--- src/rtl/reaction_pkg.sv ---
// rtl/reaction_pkg.sv - shared state encoding, LED levels and LFSR constants for the reaction game
package reaction_pkg;

    typedef enum logic [2:0] {
        IDLE    = 3'd0,
        RWAIT   = 3'd1,
        EARLY   = 3'd2,
        TIME    = 3'd3,
        DISPLAY = 3'd4,
        LATE    = 3'd5
    } state_t;

    localparam logic [2:0]  LED_OFF   = 3'b000;
    localparam logic [2:0]  LED_ON    = 3'b011;
    localparam logic [15:0] LFSR_SEED = 16'hACE1;
    // Taps 16,14,13,11 expressed as bit positions 15,13,12,10.
    localparam logic [15:0] LFSR_TAPS = 16'hB400;

    function automatic logic [15:0] lfsr_next(input logic [15:0] s);
        return {s[14:0], ^(s & LFSR_TAPS)};
    endfunction

endpackage

--- src/rtl/ms_tick_gen.sv ---
// rtl/ms_tick_gen.sv - free-running prescaler emitting a one-cycle tick every TICK_DIV clocks
module ms_tick_gen #(
    parameter int TICK_DIV = 100000
) (
    input  logic clk,
    input  logic rst,
    output logic tick
);

    localparam int CNT_W = $clog2(TICK_DIV);

    logic [CNT_W-1:0] cnt;

    assign tick = (cnt == CNT_W'(TICK_DIV - 1));

    always_ff @(posedge clk) begin
        if (rst || tick) begin
            cnt <= '0;
        end else begin
            cnt <= cnt + CNT_W'(1);
        end
    end

endmodule

--- src/rtl/reaction_game_ctrl.sv ---
// rtl/reaction_game_ctrl.sv - multi-player reaction timer with random pre-wait, arbitration and best-time tracking
module reaction_game_ctrl #(
    parameter int NPLAYERS    = 2,
    parameter int TIME_W      = 10,
    parameter int TICK_DIV    = 100000,
    parameter int MIN_WAIT_MS = 1000,
    parameter int RAND_W      = 11,
    parameter int TIMEOUT_MS  = 999,
    parameter int HOLD_MS     = 5000,
    localparam int WIN_W      = (NPLAYERS > 1) ? $clog2(NPLAYERS) : 1
) (
    input  logic                clk,
    input  logic                rst,
    input  logic                start,
    input  logic [NPLAYERS-1:0] enter,
    input  logic                clear_best,
    output logic [2:0]          color_r,
    output logic [2:0]          color_g,
    output logic [2:0]          color_b,
    output logic [TIME_W-1:0]   react_time,
    output logic [TIME_W-1:0]   best_time,
    output logic [WIN_W-1:0]    winner,
    output logic [NPLAYERS-1:0] early_mask,
    output logic                result_valid,
    output logic                rs_en
);

    import reaction_pkg::*;

    localparam int WAIT_MAX = MIN_WAIT_MS + (1 << RAND_W) - 1;
    localparam int WAIT_W   = $clog2(WAIT_MAX + 1);
    localparam int HOLD_W   = $clog2(HOLD_MS + 1);

    localparam logic [WAIT_W-1:0] MIN_WAIT  = WAIT_W'(MIN_WAIT_MS);
    localparam logic [TIME_W-1:0] TIMEOUT   = TIME_W'(TIMEOUT_MS);
    localparam logic [HOLD_W-1:0] HOLD_LOAD = HOLD_W'(HOLD_MS);

    state_t              state_q, state_d;
    logic [WAIT_W-1:0]   wait_q, wait_d, wait_load;
    logic [TIME_W-1:0]   time_q, time_d;
    logic [TIME_W-1:0]   react_q, react_d;
    logic [TIME_W-1:0]   best_q, best_d;
    logic [HOLD_W-1:0]   hold_q, hold_d;
    logic [WIN_W-1:0]    winner_q, winner_d, first_idx;
    logic [NPLAYERS-1:0] early_q, early_d;
    logic [NPLAYERS-1:0] enter_q, press;
    logic                valid_q, valid_d;
    logic                hold_run;
    logic [15:0]         lfsr_q;
    logic                tick;

    ms_tick_gen #(
        .TICK_DIV (TICK_DIV)
    ) u_tick (
        .clk  (clk),
        .rst  (rst),
        .tick (tick)
    );

    // Only rising edges count, so a button held across a state change is ignored.
    assign press     = enter & ~enter_q;
    assign wait_load = MIN_WAIT + WAIT_W'(lfsr_q[RAND_W-1:0]);

    always_comb begin
        first_idx = '0;
        for (int i = NPLAYERS - 1; i >= 0; i--) begin
            if (press[i]) begin
                first_idx = WIN_W'(i);
            end
        end
    end

    always_comb begin
        state_d  = state_q;
        wait_d   = wait_q;
        time_d   = time_q;
        hold_d   = hold_q;
        react_d  = react_q;
        best_d   = best_q;
        winner_d = winner_q;
        early_d  = early_q;
        valid_d  = 1'b0;
        hold_run = 1'b0;
        color_r  = LED_OFF;
        color_g  = LED_OFF;
        color_b  = LED_OFF;
        rs_en    = 1'b0;

        unique case (state_q)
            IDLE: begin
                if (start) begin
                    state_d = RWAIT;
                    wait_d  = wait_load;
                    time_d  = '0;
                end
            end
            RWAIT: begin
                if (|press) begin
                    state_d = EARLY;
                    early_d = press;
                    hold_d  = HOLD_LOAD;
                end else if (tick) begin
                    wait_d = wait_q - WAIT_W'(1);
                    if (wait_q <= WAIT_W'(1)) begin
                        state_d = TIME;
                    end
                end
            end
            TIME: begin
                color_g = LED_ON;
                if (|press) begin
                    state_d  = DISPLAY;
                    winner_d = first_idx;
                    react_d  = time_q;
                    valid_d  = 1'b1;
                    hold_d   = HOLD_LOAD;
                    if (time_q < best_q) begin
                        best_d = time_q;
                    end
                end else if (time_q == TIMEOUT) begin
                    state_d = LATE;
                    hold_d  = HOLD_LOAD;
                end else if (tick) begin
                    time_d = time_q + TIME_W'(1);
                end
            end
            EARLY: begin
                color_r  = LED_ON;
                hold_run = 1'b1;
            end
            LATE: begin
                color_r  = LED_ON;
                color_g  = LED_ON;
                hold_run = 1'b1;
            end
            DISPLAY: begin
                color_g = LED_ON;
                rs_en   = 1'b1;
                if (start) begin
                    state_d = RWAIT;
                    wait_d  = wait_load;
                    time_d  = '0;
                end else begin
                    hold_run = 1'b1;
                end
            end
            default: begin
                state_d = IDLE;
            end
        endcase

        if (hold_run && tick) begin
            if (hold_q <= HOLD_W'(1)) begin
                state_d = IDLE;
                hold_d  = '0;
            end else begin
                hold_d = hold_q - HOLD_W'(1);
            end
        end

        if (clear_best) begin
            best_d = '1;
        end
    end

    always_ff @(posedge clk) begin
        if (rst) begin
            state_q  <= IDLE;
            wait_q   <= '0;
            time_q   <= '0;
            hold_q   <= '0;
            react_q  <= '0;
            best_q   <= '1;
            winner_q <= '0;
            early_q  <= '0;
            valid_q  <= 1'b0;
            enter_q  <= '0;
            lfsr_q   <= LFSR_SEED;
        end else begin
            state_q  <= state_d;
            wait_q   <= wait_d;
            time_q   <= time_d;
            hold_q   <= hold_d;
            react_q  <= react_d;
            best_q   <= best_d;
            winner_q <= winner_d;
            early_q  <= early_d;
            valid_q  <= valid_d;
            enter_q  <= enter;
            lfsr_q   <= lfsr_next(lfsr_q);
        end
    end

    assign react_time   = react_q;
    assign best_time    = best_q;
    assign winner       = winner_q;
    assign early_mask   = early_q;
    assign result_valid = valid_q;

endmodule
--- config.mk ---
export PLATFORM = sky130hd
export DESIGN_NAME = reaction_game_ctrl
export DESIGN_NICKNAME = d
export VERILOG_FILES = /design/src/rtl/reaction_pkg.sv /design/src/rtl/ms_tick_gen.sv /design/src/rtl/reaction_game_ctrl.sv
export SDC_FILE = /design/constraint.sdc
export NUM_CORES = 1
export LEC_CHECK = 0
export CAP_MARGIN = 20
export CORE_MARGIN = 2
export CORE_UTILIZATION = 55
export CTS_CLUSTER_SIZE = 16
export DETAILED_ROUTE_END_ITERATION = 12
export GPL_TIMING_DRIVEN = 0
export PLACE_DENSITY = 0.76
export SLEW_MARGIN = 30
export SYNTH_ARGS = -nofsm -noshare
export SYNTH_HDL_FRONTEND = slang
export SYNTH_HIERARCHICAL = 1
export SYNTH_SLANG_ARGS = --single-unit
--- constraint.sdc ---
create_clock -name clk -period 4.2 [get_ports clk]
set_clock_uncertainty 0.2 [all_clocks]
set_input_delay 1.05 -clock clk [delete_from_list [all_inputs] [get_ports clk]]
set_output_delay 1.05 -clock clk [all_outputs]
set_load 0.02 [all_outputs]
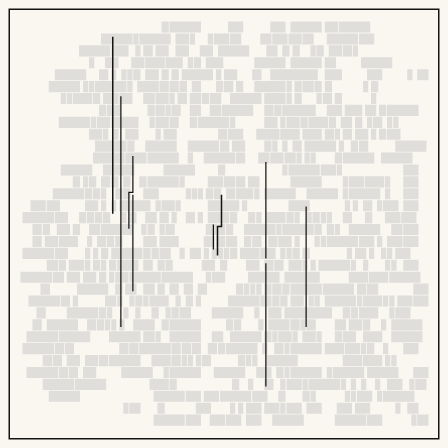
Figure 1: run 1, met4 routing.
Cells faint in the background.
nets with wire on the layer: 8
share of all routed wire: 2.1%
wire length on this layer: 228 µm
longest straight run: 52.4 µm
main direction: vertical

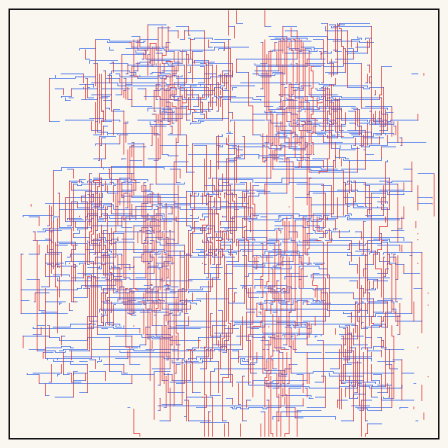
Figure 2: run 1, signal wires by layer.
Only two layers are drawn.
| color | layer | wire length |
|---|---|---|
| red | metal 2 | 5,250 µm |
| blue | metal 1 | 4,960 µm |
WL/cell: 14.81 µm
detailed-route via count: 4,254

==> Changelog: implementation, run 1 <==
## Implementation

- GR Layer Usage met2: 0.3995
- Tot GR Track Use: 0.2330
- Average vias per placed instance: 5.772
- Final wirelength: 10,920 µm
- Ys flops: 97
- Leading cell type in the layout, fill and taps excluded: dfxtp_1
- Worst Hold Class: flip-flop to flip-flop
- Average cell area after synthesis: 8.389 µm²
- NonClk Buf Share: 0.09093
- Peak fanout along the critical path: 10
- Synthesized area: 0.004832 mm²
- Number of nets with antenna violations after detailed routing: 0
- Max Used Layer: met4
- Worst slack after detailed placement: 707.6 ps
- Post-cts sizing count: 0
- Area growth, synth to finish: 14.76%
- Top area cell types: dfxtp_1, nor2_1, a21oi_1
- FF-to-FF setup slack: 920 ps
- Cell class with the largest area share: logic gates
- GR peak layer: met2
- Met3 track demand over resource in global routing: 0.04796
- Crit Reg-Reg Endpoint: wait_q[8]
- Library cell occupying the most area in the post-synthesis netlist: dfxtp_1
- Inserted Clock Buffers: 9
- Half-perimeter wire length after placement: 7730 µm
- Setup repair after global routing missed its margin: no
- Clock transition at the register clock pins on the worst setup and hold paths after CTS: 90 ps
- Final Wtd Congestion: 0.8540
- Core ar.: 0.008636 mm²
- Total overflow reported by the global router: 0
- Number of clock buffer instances in the layout: 9
- First-pass DRT Iterations: 5
- Sum Neg Setup Slack: 0 ps
- Sequential Area: 0.001942 mm²
- Cell at the root of the clock tree: clkbuf_8
- Worst Reg2Reg Path Length in Cells: 10
- Portion of the post-synthesis area used by sequential elements: 0.4019
- Ys cells: 576
- Required time reported for the critical path endpoint: 2950 ps
- IO Count: 40
- CP max-delay cell: clkdlybuf4s50_1
- CP cell instances: buf_2 -> nor2_1 -> clkbuf_1 -> buf_1 -> and2_1 -> clkdlybuf4s50_1
- Die W: 97.73 µm
- Family of cells with the greatest summed delay on the critical path: buffers and inverters
- Inst Count DP: 722
- Fraction of met1 tracks used by global routing: 0.2897
- Synthesis warning total: 6
- Clock network area share: 0.03903
- Number of synthesized flops with an enable pin: 0
- Clock tree from TritonCTS: yes
- Logic Gate Count: 431
- Crit path time final: 3914 ps
- Clk sink count: 97
- Least-Margin Pin Slew: 877.9 ps
- # port buffers: 34
- Vias in the first global route: 4,035
- Floorplan-stage core utilization: 0.5595
- Endpoint of the most critical setup path: rs_en
- Initial antenna violation count: 0
- Design Power: 1917 µW
- Most instantiated library cell after synthesis: dfxtp_1
- DRC viols: 0
- Setup crit start kind: flip-flop
- Filler Cells Inserted: 754
- Summed standard-cell area reported by yosys: 0.004832 mm²
- Wire length of the first global-routing pass: 18,490 µm
- Run status: finished, final reports clean
- Die area: 0.009551 mm²
- Number of inserted diodes: 0
- HP Start: lfsr_q[14]
- Signal inverters: 21
- Final cell count without fillers: 737
- Met3 routed wirelength: 480 µm
- Number of distinct library cells after synthesis: 66
- Top logic cells by instance count in the layout: dfxtp_1, nor2_1, nand2_1
- Buffers and inverters on the worst path: 4
- Number of max-slew violations in the final report: 0
- Total power density per cell area: 345.8 mW/mm²
- CP Launch Point: state_q[0]
- Largest net degree at the start of global routing: 17
- Sum of met2 wire segment lengths after detailed routing: 5245 µm
- Level count of the clock H-tree: 3
- Stages on the worst setup path: 6
- Type of the worst setup path: flip-flop to output port
- Utilization after layout: 0.6421
- Final setup vio count: 0
- Final Hold Fails: 0
- Commonest register cell after synthesis: dfxtp_1
- Stage delay of the slowest cell on the critical path: 600 ps
- Post CTS Setup Buffer Count: 0
- Post-route clock period utilization: 0.9319
- Count of warning messages emitted by the tools: 28
- Sequential share of cell area: 0.3502
- Total of plain and repair buffers excluding clock buffers: 65
- Layout cell share with drive strength beyond 1: 0.08426
- Initial detailed-routing violation count: 229
- # Max-Cap Violations: 0
- Worst skew pair latency: 370 ps
- Multi-input gate share of total cell area: 0.4813
- Tap cells: 108
- Async set-or-reset flop fraction in the synthesized netlist: 0
- Fmax: 255.5 MHz
- Layout net count: 647
- Final setup slack of the worst path: 286.1 ps
- Launching point of the worst reg2reg path: u_tick/cnt[0]
- Endpoint type of the worst setup path: output port
- Data arrival time of the critical path: 2660 ps
- Top cells by count, synth: dfxtp_1, nor2_1, nand2_1, a21oi_1, inv_1
- Total number of placement rows: 34
- Buffer depth of the longest clock path: 2
- Worst-case headroom to the max-slew limit: 0.4112
- Post-CTS Hold Buffers: 0
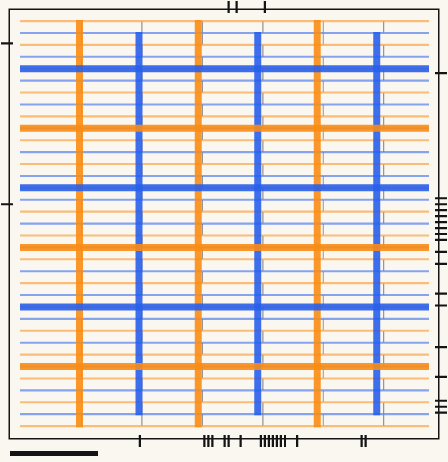
Figure 3: run 1, supply network.
Bar = 20 µm. Pins as bars on the die edge. Tap cells in gray.
| color | net |
|---|---|
| blue | VDD |
| orange | VSS |
met5 straps: 6
tap cells: 108
Die H: 97.73 µm
maximum VDD drop: 191.3 µV

[run 1: cell families after synthesis]
group / after synthesis / share of synthesized area
buffers and inverters: 52 / 0.05023
adders and majority gates: 16 / 0.04143
DFF: 97 / 0.4019
xor gates and xnor gates: 30 / 0.05438
AOI/OAI and AO/OA: 115 / 0.1507
other: 1 / 0.0007761
and+or+nand+nor: 251 / 0.2714
muxes: 14 / 0.02926
[run 1: worst register-to-register path, cell delays in order, from the launching register on]
cell      delay [ps]
dfxtp_1          370
ha_1             240
nand4_1          240
nor2_1           200
and3_1           150
buf_2            220
nand3_1          290
o31ai_1          410
clkbuf_1         440
o21ai_0          250
a21oi_1          200
[run 1: worst min-delay path by stage]
stage / end / slack [ps] / cells after the start
after global routing: lfsr_q[15] / 240 / 1
after global placement: lfsr_q[15] / 190 / 1
after floorplan: lfsr_q[15] / 190 / 1
after CTS: lfsr_q[15] / 220 / 1
final: lfsr_q[15] / 220 / 1
after detailed placement: lfsr_q[15] / 200 / 1
[run 1: power by group]
group	total, µW	switching, µW	internal, µW	leakage, µW
registers	985	32.1	953	0.000791
logic	262	157	105	0.00126
clock network	670	335	335	0.000102
[run 1: registers in the layout (all words and copies together), names as in the netlist]
| register | flops |
|---|---|
| u_tick/cnt | 17 |
| lfsr_q | 16 |
| hold_q | 13 |
| wait_q | 12 |
| best_time | 10 |
| react_time | 10 |
| time_q | 10 |
| state_q | 3 |
| early_mask | 2 |
| enter_q | 2 |
| result_valid | 1 |
| winner | 1 |
[run 1: through the flow]
| step | hold slack (ps) | cell area (µm²) |
|---|---|---|
| after floorplan | 189.5 | 4847 |
| after global placement | 192.0 | 5323 |
| after detailed placement | 195.8 | 5323 |
| after CTS | 218.5 | 5539 |
| after global routing | 244.8 | 5545 |
| final | 217.7 | 5545 |
==> run 1 -> run 2 <==
==> constraint.sdc (replaced) <==
create_clock -name clk -period 4.7 [get_ports clk]
set_clock_uncertainty 0.2 [all_clocks]
set_input_delay 1.175 -clock clk [delete_from_list [all_inputs] [get_ports clk]]
set_output_delay 1.175 -clock clk [all_outputs]
set_load 0.02 [all_outputs]
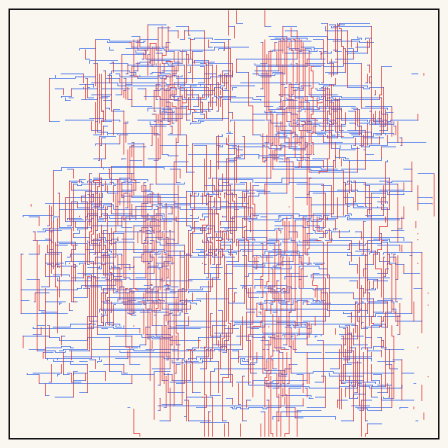
Figure 4: run 2, signal wires by layer.
Only two layers are drawn.
Tot GR Track Use: 0.2330
final wirelength: 10,920 µm

==> run 2 against run 1 <==
Sequential power is 11% lower. Cell area stayed put. Routed wire length stayed put. Via count stayed put. Register-to-register slack better by 500 ps. Sequential share of layout area stayed put. Global-route usage stayed put. Sequential cell count stayed put. Power is 11% lower. Largest cell class unchanged. Worst setup slack better by 370 ps.
==> Changelog: implementation, run 2 <==
## Implementation

- Logic Gate Count: 431 (unchanged)
- Crit path time final: 4039 ps
- Initial detailed-routing violation count: 229 (unchanged)
- Number of distinct library cells after synthesis: 66 (unchanged)
- Combinational fraction of design power: 0.137 (about the same)
- Number of inserted diodes: 0 (unchanged)
- Filler Cells Inserted: 754 (unchanged)
- Synthesis warning total: 6 (unchanged)
- Library cell occupying the most area in the post-synthesis netlist: dfxtp_1 (unchanged)
- Run status: finished, final reports clean (unchanged)
- Internal power of the cells: 1245 µW (was 1393 µW)
- Inserted Clock Buffers: 9 (unchanged)
- Floorplan-stage core utilization: 0.5595 (unchanged)
- Prevailing logic family in the synthesized netlist: simple AND/OR/NAND/NOR gates (unchanged)
- CP max-delay cell: clkdlybuf4s50_1 (unchanged)
- NonClk Buf Share: 0.09093 (unchanged)
- Level count of the clock H-tree: 3 (unchanged)
- Final Hold Fails: 0 (unchanged)
- Core ar.: 0.008636 mm² (unchanged)
- # port buffers: 34 (unchanged)
- Half-perimeter wire length after placement: 7730 µm (unchanged)
- Die W: 97.73 µm (unchanged)
- Xor/xnor share of the synthesized area: 0.05438 (unchanged)
- Count of warning messages emitted by the tools: 28 (unchanged)
- Layout cell share with drive strength beyond 1: 0.08426 (unchanged)
- Number of max-slew violations in the final report: 0 (unchanged)
- Sum Neg Setup Slack: 0 ps (unchanged)
- IO Count: 40 (unchanged)
- Buffers and inverters on the worst path: 4 (unchanged)
- DRC viols: 0 (unchanged)
- Simple-Gate Area Share: 0.2714 (unchanged)
- Setup crit start kind: flip-flop (unchanged)
- Type of the worst setup path: flip-flop to output port (unchanged)
- Async set-or-reset flop fraction in the synthesized netlist: 0 (unchanged)
- Post CTS Setup Buffer Count: 0 (unchanged)
- Summed standard-cell area reported by yosys: 0.004832 mm² (unchanged)
- Endpoint type of the worst setup path: output port (unchanged)
- Worst skew pair latency: 370 ps (about the same)
- # Max-Cap Violations: 0 (unchanged)
- Total number of placement rows: 34 (unchanged)
- Wire length of the first global-routing pass: 18,490 µm (unchanged)
- Family of cells with the greatest summed delay on the critical path: buffers and inverters (unchanged)
- Utilization after layout: 0.6421 (unchanged)
- Tap cells: 108 (unchanged)
- Share of power burned in registers: 0.514 (about the same)
- Maximum VDD drop: 171.0 µV (was 191.3 µV)
- First-pass DRT Iterations: 5 (unchanged)
- Least-Margin Pin Slew: 877.9 ps (unchanged)
- Vias in the first global route: 4,035 (unchanged)
- Data arrival time of the critical path: 2660 ps (about the same)
- Total power density per cell area: 309.0 mW/mm² (was 345.8 mW/mm²)
- Clock transition at the register clock pins on the worst setup and hold paths after CTS: 90 ps (about the same)
- Clock tree from TritonCTS: yes (unchanged)
- Total of plain and repair buffers excluding clock buffers: 65 (unchanged)
- Number of nets with antenna violations after detailed routing: 0 (unchanged)
- Synthesized area: 0.004832 mm² (unchanged)
- Number of clock buffer instances in the layout: 9 (unchanged)
- Sum of met2 wire segment lengths after detailed routing: 5245 µm (unchanged)
- Cell at the root of the clock tree: clkbuf_8 (unchanged)
- Minimum hold slack: 217.7 ps (unchanged)
- Die area: 0.009551 mm² (unchanged)
- Post-synth mux share: 0.02926 (unchanged)
- Die H: 97.73 µm (unchanged)
- Required time reported for the critical path endpoint: 3320 ps (was 2950 ps)
- Clock network area share: 0.03903 (unchanged)
- Portion of the post-synthesis area used by sequential elements: 0.4019 (unchanged)
==> run 2: routing by layer <==
layer	vias to the layer above	GRT usage
li1	2114	-
met1	2009	0.2897
met2	109	0.3995
met3	22	0.04796
met4	0	0.08868
met5	-	0
==> run 2: worst reg2reg max path: stages, from the launching register on <==
cell and delay (ps):
dfxtp_1 370, ha_1 240, nand4_1 240, nor2_1 200, and3_1 150, buf_2 220
nand3_1 290, o31ai_1 410, clkbuf_1 440, o21ai_0 250, a21oi_1 200
==> run 2: power groups by stage <==
stage | sequential [µW] | combinational [µW] | clock [µW]
after floorplan | 892 | 173 | 0
after global placement | 896 | 222 | 0
after detailed placement | 897 | 226 | 0
after CTS | 879 | 230 | 605
after global routing | 884 | 259 | 639
final | 880 | 234 | 599
==> run 2: metrics by stage <==
| step | setup slack, ps | power [µW] | cell area [µm²] | std cells |
|---|---|---|---|---|
| CTS | 695.3 | 1714 | 5539 | 737 |
| floorplan | 1891 | 1065 | 4847 | 580 |
| finish | 661.1 | 1713 | 5545 | 737 |
| detailed placement | 1083 | 1124 | 5323 | 722 |
| global route | 495.3 | 1782 | 5545 | 737 |
| global placement | 1078 | 1117 | 5323 | 722 |
==> run 2: worst paths after layout <==
| kind | depth (start not counted) | end | start | slack (ps) |
|---|---|---|---|---|
| setup / recovery | 6 | rs_en | state_q[0] | 660 |
| hold / removal | 1 | lfsr_q[15] | lfsr_q[14] | 220 |
| setup reg to reg | 10 | wait_q[8] | u_tick/cnt[0] | 1420 |
| hold reg to reg | 1 | lfsr_q[15] | lfsr_q[14] | 220 |
==> run 2 -> run 3 <==
--- a/config.mk
+++ b/config.mk
@@ -12,6 +12,7 @@
 export DETAILED_ROUTE_END_ITERATION = 12
 export GPL_TIMING_DRIVEN = 0
 export PLACE_DENSITY = 0.76
+export SKIP_LAST_GASP = 1
 export SLEW_MARGIN = 30
 export SYNTH_ARGS = -nofsm -noshare
 export SYNTH_HDL_FRONTEND = slang
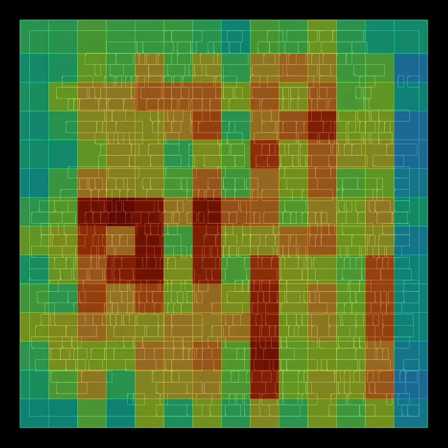
Figure 5: run 3, routing congestion map.
fraction of met1 tracks used by global routing: 0.2897
GR Layer Usage met2: 0.3995
GR peak layer: met2
utilization after layout: 0.6421

==> run 3 against run 2 <==
Clock power barely moved. Critical path depth unchanged. Sequential cell count is the same. Hold slack stayed put. First-iteration DRC count is the same. Register-to-register slack is essentially flat. Sequential share of layout area unchanged.
==> Changelog: implementation, run 3 <==
## Implementation

- Number of inserted diodes: 0 (unchanged)
- DRC viols: 0 (unchanged)
- Family of cells with the greatest summed delay on the critical path: buffers and inverters (unchanged)
- Synthesis warning total: 6 (unchanged)
- Commonest register cell after synthesis: dfxtp_1 (unchanged)
- Count of warning messages emitted by the tools: 28 (unchanged)
- Setup crit start kind: flip-flop (unchanged)
- Setup repair after global routing missed its margin: no (unchanged)
- Peak fanout along the critical path: 10 (unchanged)
- Combinational cell power: 234 µW (about the same)
- Sequential power: 880 µW (about the same)
- Top area cell types: dfxtp_1, nor2_1, a21oi_1 (unchanged)
- CP cell instances: buf_2 -> nor2_1 -> clkbuf_1 -> buf_1 -> and2_1 -> clkdlybuf4s50_1 (unchanged)
- Largest net degree at the start of global routing: 17 (unchanged)
- Cell at the root of the clock tree: clkbuf_8 (unchanged)
- Type of the worst setup path: flip-flop to output port (unchanged)
- Floorplan-stage core utilization: 0.5595 (unchanged)
- Combinational fraction of design power: 0.137 (about the same)
- Biggest registers after layout: u_tick/cnt (17), lfsr_q (16), hold_q (13) (unchanged)
- Internal power of the cells: 1245 µW (unchanged)
- Summed standard-cell area reported by yosys: 0.004832 mm² (unchanged)
- Run status: finished, final reports clean (unchanged)
- Maximum VDD drop: 171.0 µV (unchanged)
- Initial antenna violation count: 0 (unchanged)
- Clock tree from TritonCTS: yes (unchanged)
- Main power-consuming group: registers (unchanged)
- Switching part of the total: 0.2735 (unchanged)
- Largest Register: u_tick/cnt (unchanged)
- Buffer depth of the longest clock path: 2 (unchanged)
- Worst skew pair latency: 370 ps (about the same)
- Number of nets with antenna violations after detailed routing: 0 (unchanged)
- Most instantiated library cell after synthesis: dfxtp_1 (unchanged)
- Share of power burned in registers: 0.514 (about the same)
- Post CTS Setup Buffer Count: 0 (unchanged)
- Synthesized area: 0.004832 mm² (unchanged)
- Fmax: 247.6 MHz (unchanged)
- CP max-delay cell: clkdlybuf4s50_1 (unchanged)
- Leading cell type in the layout, fill and taps excluded: dfxtp_1 (unchanged)
- Worst-case headroom to the max-slew limit: 0.4112 (unchanged)
- Level count of the clock H-tree: 3 (unchanged)
- First-pass DRT Iterations: 5 (unchanged)
- Total overflow reported by the global router: 0 (unchanged)
- Ys flops: 97 (unchanged)
- Average vias per placed instance: 5.772 (unchanged)
- Post-route clock period utilization: 0.8593 (unchanged)
- Worst Hold Class: flip-flop to flip-flop (unchanged)
- Endpoint type of the worst setup path: output port (unchanged)
- Wire length of the first global-routing pass: 18,490 µm (unchanged)
- Clock net power: 599 µW (about the same)
- Least-Margin Pin Slew: 877.9 ps (unchanged)
- Stage delay of the slowest cell on the critical path: 600 ps (about the same)
- Post-CTS Hold Buffers: 0 (unchanged)
- Sequential Area: 0.001942 mm² (unchanged)
- Layout cell share with drive strength beyond 1: 0.08426 (unchanged)
- Final setup vio count: 0 (unchanged)
- Crit path time final: 4039 ps (unchanged)
- Portion of the post-synthesis area used by sequential elements: 0.4019 (unchanged)
- Design Power: 1713 µW (unchanged)
- IO Count: 40 (unchanged)
- Number of synthesized flops with an enable pin: 0 (unchanged)
- Die H: 97.73 µm (unchanged)
- Half-perimeter wire length after placement: 7730 µm (unchanged)
- # port buffers: 34 (unchanged)
- Library cell occupying the most area in the post-synthesis netlist: dfxtp_1 (unchanged)
- Final Wtd Congestion: 0.8540 (unchanged)
- Filler Cells Inserted: 754 (unchanged)
- Async set-or-reset flop fraction in the synthesized netlist: 0 (unchanged)
- Detailed-route via count: 4,254 (unchanged)
- Ys cells: 576 (unchanged)
- Average cell area after synthesis: 8.389 µm² (unchanged)
- # Max-Cap Violations: 0 (unchanged)
- Inserted Clock Buffers: 9 (unchanged)
- Max FFs per register: 17 (unchanged)
- Die W: 97.73 µm (unchanged)
- Final non-filler cell area: 0.005545 mm² (unchanged)
- Post-cts sizing count: 0 (unchanged)
- Switching power: 468.6 µW (unchanged)
- Buffers and inverters on the worst path: 4 (unchanged)
- Required time reported for the critical path endpoint: 3320 ps (about the same)
- Die area: 0.009551 mm² (unchanged)
- Top logic cells by instance count in the layout: dfxtp_1, nor2_1, nand2_1 (unchanged)
- WL/cell: 14.81 µm (unchanged)
- Area growth, synth to finish: 14.76% (unchanged)
- Layout net count: 647 (unchanged)
- Number of max-slew violations in the final report: 0 (unchanged)
- Vias in the first global route: 4,035 (unchanged)
- Relative contribution of the clock network to total power: 0.349 (about the same)
- Final Hold Fails: 0 (unchanged)
[run 3: cell counts after synthesis]
No cell type changed its count.
[run 3: metrics by stage]
| step | hold WS (ps) | util | setup WS, ps | instances |
|---|---|---|---|---|
| after floorplan | 189.5 | - | 1891 | 580 |
| after global placement | 192.0 | 0.6163 | 1078 | 722 |
| after detailed placement | 195.8 | 0.6163 | 1083 | 722 |
| after CTS | 218.5 | 0.6414 | 695.3 | 737 |
| after global routing | 244.8 | 0.6421 | 495.3 | 737 |
| final | 217.7 | 0.6421 | 661.1 | 737 |
[run 3: cell type report]
cell class | count | share of cell area
clock buffer | 9 | 0.02234
sequential | 97 | 0.3502
buffer | 31 | 0.02956
tap | 108 | 0.02437
clock inverter | 6 | 0.01670
timing repair buffer | 34 | 0.06137
inverter | 21 | 0.01421
multi-input combinational | 431 | 0.4813
[run 3: metal layers]
| metal | track usage | share of wire |
|---|---|---|
| met4 | 0.08868 | 0.021 |
| met5 | 0 | 0 |
| met1 | 0.2897 | 0.45 |
| met3 | 0.04796 | 0.044 |
| met2 | 0.3995 | 0.48 |
[run 3: kinds of logic (layout without fill, tap and decap cells)]
family | Yosys count | count (layout) | synth area share
compound gates | 115 | 115 | 0.1507
xor+xnor | 30 | 30 | 0.05438
fa+ha+maj | 16 | 16 | 0.04143
buf+inv | 52 | 101 | 0.05023
flops | 97 | 97 | 0.4019
mux | 14 | 14 | 0.02926
other cells | 1 | 5 | 0.0007761
simple gates | 251 | 251 | 0.2714
[run 3: final timing paths]
check | slack (ps) | end | from | depth (start not counted)
max | 660 | rs_en | state_q[0] | 6
min | 220 | lfsr_q[15] | lfsr_q[14] | 1
max reg2reg | 1420 | wait_q[8] | u_tick/cnt[0] | 10
min reg2reg | 220 | lfsr_q[15] | lfsr_q[14] | 1
No activity file was given, so power comes from the tool's default toggle rates.
